==> config.mk <==
export PLATFORM = sky130hd
export DESIGN_NAME = posit_wb_queue
export DESIGN_NICKNAME = d
export VERILOG_FILES = /design/src/rtl/posit_wb_queue.sv
export SDC_FILE = /design/constraint.sdc
export NUM_CORES = 2
export LEC_CHECK = 0
export CAP_MARGIN = 20
export CORE_UTILIZATION = 24
export DETAILED_ROUTE_END_ITERATION = 6
export PLACE_DENSITY_LB_ADDON = 0.2
export SLEW_MARGIN = 20
export SYNTH_ARGS = -nofsm -noshare
export SYNTH_HDL_FRONTEND = slang
export SYNTH_SLANG_ARGS = --single-unit
==> constraint.sdc <==
create_clock -name clock -period 11.37 [get_ports clock]
set_input_delay 2.8425 -clock clock [delete_from_list [all_inputs] [get_ports clock]]
set_output_delay 2.8425 -clock clock [all_outputs]
set_load 0.02 [all_outputs]
==> src/rtl/posit_wb_queue.sv <==
// posit_wb_queue: buffers posit results and issues them as byte-mode CCI-P c1 writes, tracking completions.
// Optional build macro POSIT_WB_BYPASS_EN: an input arriving at an empty FIFO goes straight to the output registers.
module posit_wb_queue #(
  parameter int DEPTH = 8,
  parameter int MAX_OUTSTANDING = 32
) (
  input  logic         clock,
  input  logic         reset,
  input  logic         in_valid,
  output logic         in_ready,
  input  logic [7:0]   in_wr_addr,
  input  logic [39:0]  in_result,
  input  logic [41:0]  cfg_base_addr,
  input  logic [5:0]   cfg_granularity,
  input  logic         c1_almfull,
  output logic         c1_valid,
  output logic [41:0]  c1_addr,
  output logic [5:0]   c1_byte_start,
  output logic [5:0]   c1_byte_len,
  output logic [511:0] c1_data,
  input  logic         c1_rsp_valid,
  output logic [7:0]   outstanding,
  output logic         idle,
  output logic         rsp_underflow
);
  localparam int AW = $clog2(DEPTH);
  localparam logic [7:0] MAX_OUT = 8'(MAX_OUTSTANDING);

  logic [47:0]  mem [DEPTH];
  logic [AW:0]  wr_ptr;
  logic [AW:0]  rd_ptr;
  logic         empty;
  logic         full;
  logic         issue_ok;
  logic         pop;
  logic         push;
  logic         bypass;
  logic         fire;
  logic [47:0]  src;
  logic [13:0]  off;
  logic [511:0] shifted;

  // Byte offset of a result slot from the buffer base; 63*255 still fits in 14 bits.
  function automatic logic [13:0] slot_offset(input logic [5:0] gran, input logic [7:0] slot);
    return 14'(gran) * 14'(slot);
  endfunction

  assign empty    = (wr_ptr == rd_ptr);
  assign full     = (wr_ptr[AW] != rd_ptr[AW]) && (wr_ptr[AW-1:0] == rd_ptr[AW-1:0]);
  assign in_ready = !full;
  assign issue_ok = !c1_almfull && (outstanding < MAX_OUT);
  assign pop      = !empty && issue_ok;

`ifdef POSIT_WB_BYPASS_EN
  assign bypass = empty && issue_ok && in_valid;
`else
  assign bypass = 1'b0;
`endif

  assign push    = in_valid && in_ready && !bypass;
  assign fire    = pop || bypass;
  assign src     = pop ? mem[rd_ptr[AW-1:0]] : {in_wr_addr, in_result};
  assign off     = slot_offset(cfg_granularity, src[47:40]);
  assign shifted = 512'(src[39:0]) << {off[5:0], 3'b000};
  assign idle    = empty && (outstanding == 8'd0);

  // FIFO storage; contents are don't-care until the pointers cover them.
  always_ff @(posedge clock) begin
    if (push) begin
      mem[wr_ptr[AW-1:0]] <= {in_wr_addr, in_result};
    end
  end

  // FIFO pointers.
  always_ff @(posedge clock) begin
    if (reset) begin
      wr_ptr <= '0;
      rd_ptr <= '0;
    end else begin
      if (push) begin
        wr_ptr <= wr_ptr + (AW+1)'(1);
      end
      if (pop) begin
        rd_ptr <= rd_ptr + (AW+1)'(1);
      end
    end
  end

  // Registered c1 request, loaded from the FIFO head or the bypassed input.
  always_ff @(posedge clock) begin
    if (reset) begin
      c1_valid      <= 1'b0;
      c1_addr       <= 42'd0;
      c1_byte_start <= 6'd0;
      c1_byte_len   <= 6'd0;
      c1_data       <= 512'd0;
    end else begin
      c1_valid <= fire;
      if (fire) begin
        c1_addr       <= cfg_base_addr + {34'd0, off[13:6]};
        c1_byte_start <= off[5:0];
        c1_byte_len   <= cfg_granularity;
        c1_data       <= shifted;
      end
    end
  end

  // Outstanding-write credit counter; a lone response at zero is flagged instead of wrapping.
  always_ff @(posedge clock) begin
    if (reset) begin
      outstanding   <= 8'd0;
      rsp_underflow <= 1'b0;
    end else begin
      case ({fire, c1_rsp_valid})
        2'b10: outstanding <= outstanding + 8'd1;
        2'b01: begin
          if (outstanding == 8'd0) begin
            rsp_underflow <= 1'b1;
          end else begin
            outstanding <= outstanding - 8'd1;
          end
        end
        default: outstanding <= outstanding;
      endcase
    end
  end
endmodule
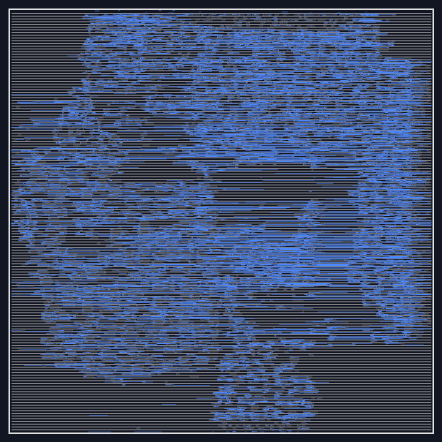
(met1 routing)
Scale: 1 px per um. Supply wires on this layer in grey. Cells faint in the background.
nets with wire on the layer	4213
share of all routed wire	40%
routed wire length: 209400 um
GR Util met1: 0.2782
DR vias: 36570

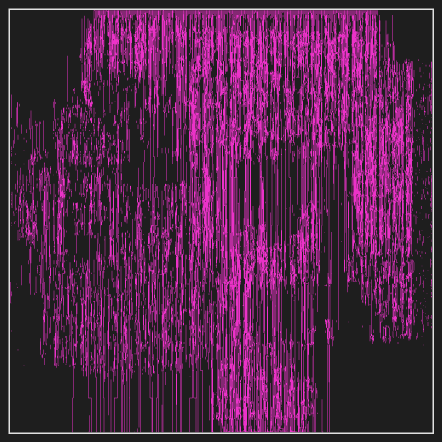
(met2 routing)
Scale: 1 px per um.
main direction	vertical
share of all routed wire	48%
longest straight run	202 um
wire length on this layer	101 mm
nets with wire on the layer	3763
grt met2 use: 0.3774

==> out/metrics.cfg <==
[routing]
first_iter_violations = 4735
wl_met2_um = 100600
remaining_drc_errors = 21
drt-wirelength-per-cell_um = 30.68
viasPerCell = 5.358
first_pass_iters = 7

[job]
warning_count = 38
cap_violations = 0

[finish]
buf_share = 0.1399
postLayoutCoreUtil = 0.3210
comb_area_frac = 0.3189
diodes = 2
num-nets-final = 4572
flop-count = 971
seq-cell-share = 0.4151
clk_share = 0.07016
clockBufferCount = 157
largest_reg_flops = 512
dominant_cells = flip-flops and latches
flop_area_um2 = 23290
fin_cells = 6825
final_cell_area_um2 = 56110
inverters = 59

[setup_path]
critPathArrivalTime_ns = 9.99
crit_path_start_kind = input pin
worst-r2r-cell-count = 24
path_buffers = 6
cp-end-kind = register
r2r-end = c1_addr[41]
path_class = in2reg
crit_fanout = 16
required_ns = 12.03
reg2reg_slack_ns = 3.43

[power_and_ir_drop]
powerClk_mw = 3.88
leakage_nw = 18.48
power_density_nw_per_um2 = 229.2
internal_power_mw = 7.651
power.switching_mw = 5.210
power_frac_comb = 0.387
pg_comb_mw = 4.98
p_total_mw = 12.86
ir_drop_uv = 148.1
swShare = 0.4051
power.group.top = combinational logic

[logic_synthesis]
top_cell = nand2_1
floorplan.nets = 3999
ys.flop_type = dfxtp_1
edf_count = 384
yosysWarnings = 0
synthArstFlopShare = 0
ys_top_cells_by_area = dfxtp_1 28%, edfxtp_1 27%, a222oi_1 6.2%, nand2_1 5.5%, mux4_2 5.1%
yosys-top-cells-count = 621 x nand2_1, 587 x dfxtp_1, 384 x edfxtp_1, 276 x nor2_1, 264 x a222oi_1
ys_cells = 3833
ys_chip_area_um2 = 42420

[clock_network]
postCtsResizedCells = 0
htreeDepth = 3
cts_tree = yes
clkTransAtPathRegs_ns = 0.06
clk_latency_ns = 0.75

[floorplan]
ios = 679
fp_util = 0.2427
num_rows = 153

[global_route]
use_met3 = 0.03805
grt_pass1_wl_um = 287300
grt-busiest-layer = met2
grt_pass1_vias = 34860
grt_antenna_before_repair = 23
grt_max_degree = 213

[outcome]
status = finished, violations left
violations = design-rule violations

[timing]
finalSetupTns_ns = 0
period_minus_slack_ns = 9.330
rsz0062_at_grt = no
timing.final.ws_setup_ns = 2.040
finalMaxSlewViolations = 0
fin_skew_ns = 0.04585

[worst_hold_path]
hp-start = c1_addr[5]

[placement]
post-dp-hpwl_um = 139400

## kinds of logic (layout without fill, tap and decap cells)
logic type	count (synthesis)	in the layout	share of synthesized area
AND/OR/NAND/NOR	1079	1079	0.1050
AND-OR/OR-AND	1048	1048	0.1865
flip-flops	971	971	0.5488
buffers and inverters	415	1080	0.04097
multiplexers	199	199	0.08320
adder cells (fa/ha/maj)	65	65	0.02395
XOR/XNOR	56	56	0.01156
other	0	2	0
## worst register-to-register path, delay by kind of cell (launching register included)
kind,cells,cell delay (ns)
adder cells (fa/ha/maj),5,2.18
AND-OR/OR-AND,6,1.62
AND/OR/NAND/NOR,6,1.30
multiplexers,3,1.26
buffers and inverters,3,0.80
flip-flops,1,0.53
XOR/XNOR,1,0.14
